**Placed standard cells**

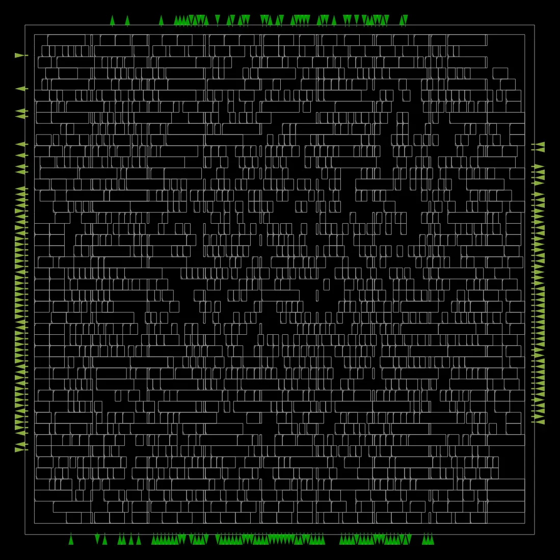
**Sequential cells coloured by netlist name**

Scale: 4 px per µm.
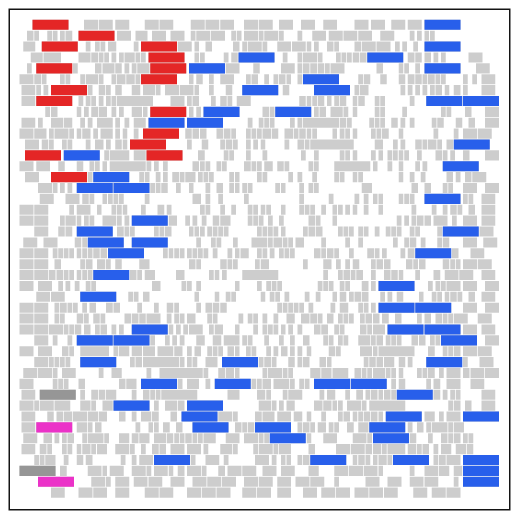
**Metal layers overlaid**

Scale: 3 px per µm. Two of the layers only.
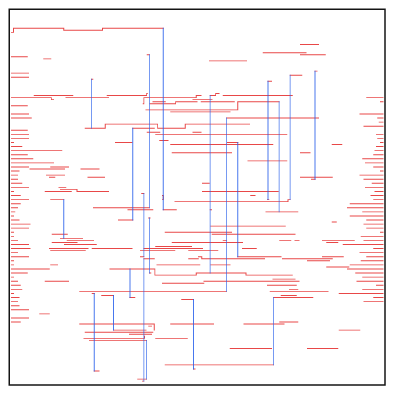
**Nets reached from selected ports**

Scale: 4 px per µm.
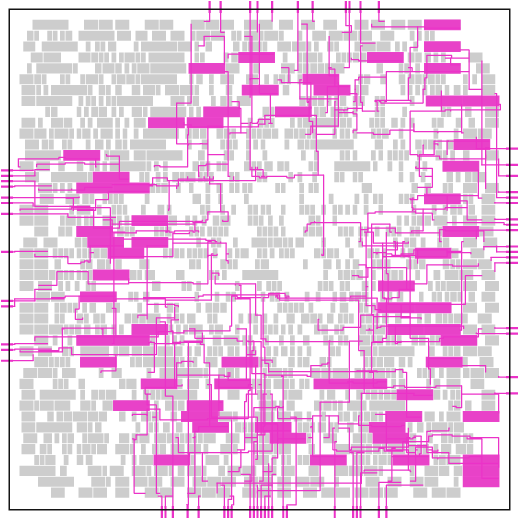
**Wire density map**

Scale: 3 px per µm. The die is cut into 25 by 25 equal tiles; dark blue is low, red is high, scaled to the fullest tile. Values are wire area over tile area, all layers added.
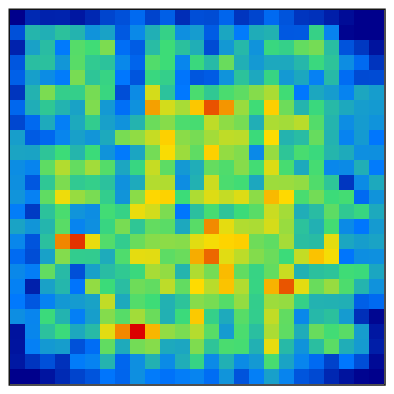
==> config.mk <==
export PLATFORM = sky130hd
export DESIGN_NAME = pc_sequencer
export DESIGN_NICKNAME = d
export VERILOG_FILES = /design/src/rtl/pc_sequencer.sv
export SDC_FILE = /design/constraint.sdc
export NUM_CORES = 1
export LEC_CHECK = 0
export ABC_AREA = 1
export CAP_MARGIN = 20
export CORE_MARGIN = 2
export CORE_UTILIZATION = 48
export CTS_CLUSTER_SIZE = 30
export DETAILED_ROUTE_END_ITERATION = 6
export PLACE_DENSITY = 0.82
export SKIP_CTS_REPAIR_TIMING = 1
export SLEW_MARGIN = 10
export SYNTH_ARGS = -nofsm -noshare
export SYNTH_HDL_FRONTEND = slang
export SYNTH_SLANG_ARGS = --single-unit
==> constraint.sdc <==
create_clock -name clk -period 3.3 [get_ports clk]
set_input_delay 0.33 -clock clk [delete_from_list [all_inputs] [get_ports clk]]
set_output_delay 0.33 -clock clk [all_outputs]
set_load 0.05 [all_outputs]
==> flow report <==
===============================================================================================
Outcome                                                                            finished clean
Max Fanout on Critical Path                                                                  37
Relative contribution of the clock network to total power                                 13.4%
Chip area                                                                             15600 µm²
Number of synthesized register bits                                                          84
DRC                                                                                           0
Max-slew violation count                                                                      0
Synthesized area                                                                       7000 µm²
Internal Pwr Total                                                                    0.00383 W
Relative contribution of sequential cells to total power                                  26.1%
Leading cell category by total area                                                combinational gates
Synth Warn #                                                                                  0
Number of instances in the placed design                                                   1560
Wire length of the first global-routing pass                                           41200 µm
Met3 demand-to-capacity share in global routing                                           6.44%
Number of routed nets with antenna violations                                                 0
Horizontal die size                                                                      125 µm
Mi-comb count                                                                               940
Data required time of the worst path                                                    3.52 ns
Share of total power in combinational logic                                               60.5%
Number of design-rule violations left by the first detailed-router iteration                825
Synthesized netlist cell count                                                             1187
Leakage power of the design                                                             4.44 nW
Layout cell share with drive strength beyond 1                                            4.96%
Class of the tightest hold or removal check                                        primary input to asynchronous set/reset pin
Clock tree sinks                                                                             84
Count of clock buffers in the final design                                                   11
CTS Buf Count                                                                                 9
Endpoints failing setup                                                                       0
Share of flip-flops with an asynchronous set or reset after synthesis                      100%
Final design area excluding fillers                                                    9650 µm²
Setup repair after global routing missed its margin                                       false
Placed cell area                                                                       9320 µm²
Max FFs per register                                                                         64
Number of buffers on the longest clock path                                                   2
Detail-routed via count per cell                                                           5.39
Residual overflow from global routing                                                         0
Fin Setup TNS                                                                              0 ns
Slew Limit Headroom                                                                       42.0%
Clock tree from TritonCTS                                                                  done
Critical Path, Cell by Cell                                                        clkdlybuf4s50_1 -> inv_2 -> o21bai_1 -> o21ai_1 -> nand2_2 -> buf_4 -> nor3_1 -> o21ai_0 -> o21ai_0
Share of the yosys chip area belonging to registers                                       30.0%
Clock network area share                                                                  3.40%
Crit. End Element                                                                          flop
Non-clock inverter instance count of the final layout                                       124
First-pass DRT Iterations                                                                     7
Combinational fraction of the cell area                                                   44.1%
Buffer share of cell area                                                                 23.5%
Overall die height                                                                       125 µm
Count of distinct cell types in the synthesized netlist                                      35
Average instance area after synthesis                                                  5.90 µm²
Net Count, Synth                                                                           1324
HPWL reported at the end of detailed placement                                         19900 µm
Vias in the first global route                                                             8044
Gate Area                                                                              4250 µm²
Cell with the most instances on the worst path                                     sky130_fd_sc_hd__o21ai_0
Master of the slowest instance on the critical path                                sky130_fd_sc_hd__clkdlybuf4s50_1
Stage-log warning count                                                                      26
Final Power                                                                           0.00852 W
Final Wtd Congestion                                                                      0.980
Non-clock buffer count in the final layout                                                  228
Number of inserted filler cells in the final layout                                        1355
Pwr/cell area                                                                        883 nW/µm²
H-tree levels                                                                                 3
Post-layout nets                                                                           1524
Final worst slack                                                                      0.941 ns
Critical Path Max Stage Delay                                                           0.81 ns
Worst hold margin                                                                      0.421 ns
Period minus WS final                                                                   2.36 ns
Launching element type of the critical path                                        primary input
Layout overhead on the synthesized area                                                   37.9%
Root buffer cell                                                                   sky130_fd_sc_hd__clkbuf_16
Most numerous logic cell after layout                                              sky130_fd_sc_hd__nand2_1
Setup slack, reg-to-reg                                                                 1.09 ns
Clock input transition at the sequential cells of the worst setup and hold paths        0.07 ns
Switching power                                                                       0.00470 W
Diode count                                                                                   0
Least-Margin Pin Slew                                                                  0.869 ns
Most instantiated logic cells after routing                                        sky130_fd_sc_hd__nand2_1, sky130_fd_sc_hd__clkdlybuf4s50_1, sky130_fd_sc_hd__nor2_1
Data arrival time of the critical path                                                  2.58 ns
Top achievable clock speed                                                            0.424 GHz
Setup skew after layout                                                              0.00912 ns
Most used flip-flop cell                                                           sky130_fd_sc_hd__dfrtp_1
Number of maximum-capacitance constraint violations                                           0
Pin count of the biggest net entering global routing                                         85
Worst reg2reg path depth                                                                      9
Hold violation count in the final report                                                      0
Final Cycle Share                                                                         71.5%
Routing usage on met1                                                                     44.5%
Yosys Instances                                                                            1187
Switching share of power                                                                  55.1%
Global Route met2 Usage                                                                   52.6%
Area reported by Yosys stat                                                            7000 µm²
Antenna violations before repair                                                              0
Classification of the worst setup path                                             primary input to flop
Most crowded layer after global routing                                                    met2
Post-Place Worst Slack                                                                 0.579 ns
Highest ir drop seen on vdd                                                          0.000575 V
Initial core utilization                                                                  48.7%
Count of flip-flops with a built-in enable after synthesis                                    0
Clock insertion delay at the later pin of the skew report                               0.35 ns
===============================================================================================
Back to the opening pictures, 'placed standard cells':
core area: 14400 µm²
Cell Rows: 44
filler-free cell count of the finished design: 1576
final sequential cell count: 84
number of tap instances: 184

Back to the opening pictures, 'sequential cells coloured by netlist name':
[redirect_count] red | flops: 16 | where: north-west
[PC_Out] blue | flops: 64 | where: widely spread
[state] magenta | flops: 2
not coloured: 2
utilization after layout: 67.2%
sequential fraction of total cell area: 21.8%
FF/Latch Area: 2100 µm²

Back to the opening pictures, 'metal layers overlaid':
[metal 4] blue | wire length: 666 µm
[metal 3] red | wire length: 2070 µm
total routing usage reported by global routing: 32.8%
wire length reported by the detailed router: 25700 µm
total via count in the routed design: 8491
detail-routed net length per standard cell: 16.3 µm

Back to the opening pictures, 'nets reached from selected ports':
[PC_Out] magenta | bits: 64 | direction: output | end cells: 64 | buffers: 64 | wire: 4480 µm
PortBufs: 218
io pins: 219

Back to the opening pictures, 'wire density map':
fullest tile: 0.65
nearly empty tiles: 1.8%
mean over tiles: 0.27
tiles over half the peak: 35%
densest ninth of the die: centre

synthesized netlist by cell type (15+ instances only):
cell	number	area share [%]
sky130_fd_sc_hd__nand2_1	404	22
sky130_fd_sc_hd__nor2_1	191	10
sky130_fd_sc_hd__inv_1	120	6.4
sky130_fd_sc_hd__dfrtp_1	84	30
sky130_fd_sc_hd__nand3_1	79	5.6
sky130_fd_sc_hd__a21oi_1	77	5.5
sky130_fd_sc_hd__o21ai_0	55	3.9
sky130_fd_sc_hd__buf_2	18	1.3
sky130_fd_sc_hd__xor2_1	18	2.3
sky130_fd_sc_hd__clkbuf_1	17	0.91
sky130_fd_sc_hd__nor2_2	15	1.3
logic make-up (layout without fill, tap and decap cells):
kind of cell | after synthesis | count (layout) | synth area share, %
and+or+nand+nor | 744 | 744 | 44.3
DFF | 84 | 84 | 30.0
xor gates and xnor gates | 21 | 21 | 2.63
muxes | 1 | 1 | 0.161
AOI/OAI and AO/OA | 172 | 172 | 13.3
adders and majority gates | 2 | 2 | 0.358
buffers and inverters | 163 | 368 | 9.17
critical path: cells and delay by family:
kind | cells | cell delay (ns)
AOI/OAI and AO/OA | 4 | 0.48
buffers and inverters | 3 | 1.35
and+or+nand+nor | 2 | 0.42
power by group through the flow:
stage,registers (W),clock network (W),logic [W]
floorplan,0.00350,0,0.00206
global placement,0.00221,0,0.00505
detailed placement,0.00221,0,0.00513
CTS,0.00220,0.00115,0.00515
global route,0.00229,0.00120,0.00557
finish,0.00222,0.00114,0.00516
routing by layer:
| layer | routed length (µm) | part of all wire [%] |
|---|---|---|
| met5 | 0 | 0 |
| met4 | 665 | 2.6 |
| met3 | 2070 | 8.0 |
| met2 | 11700 | 46 |
| met1 | 11300 | 44 |
Power and IR drop assume default switching activity.
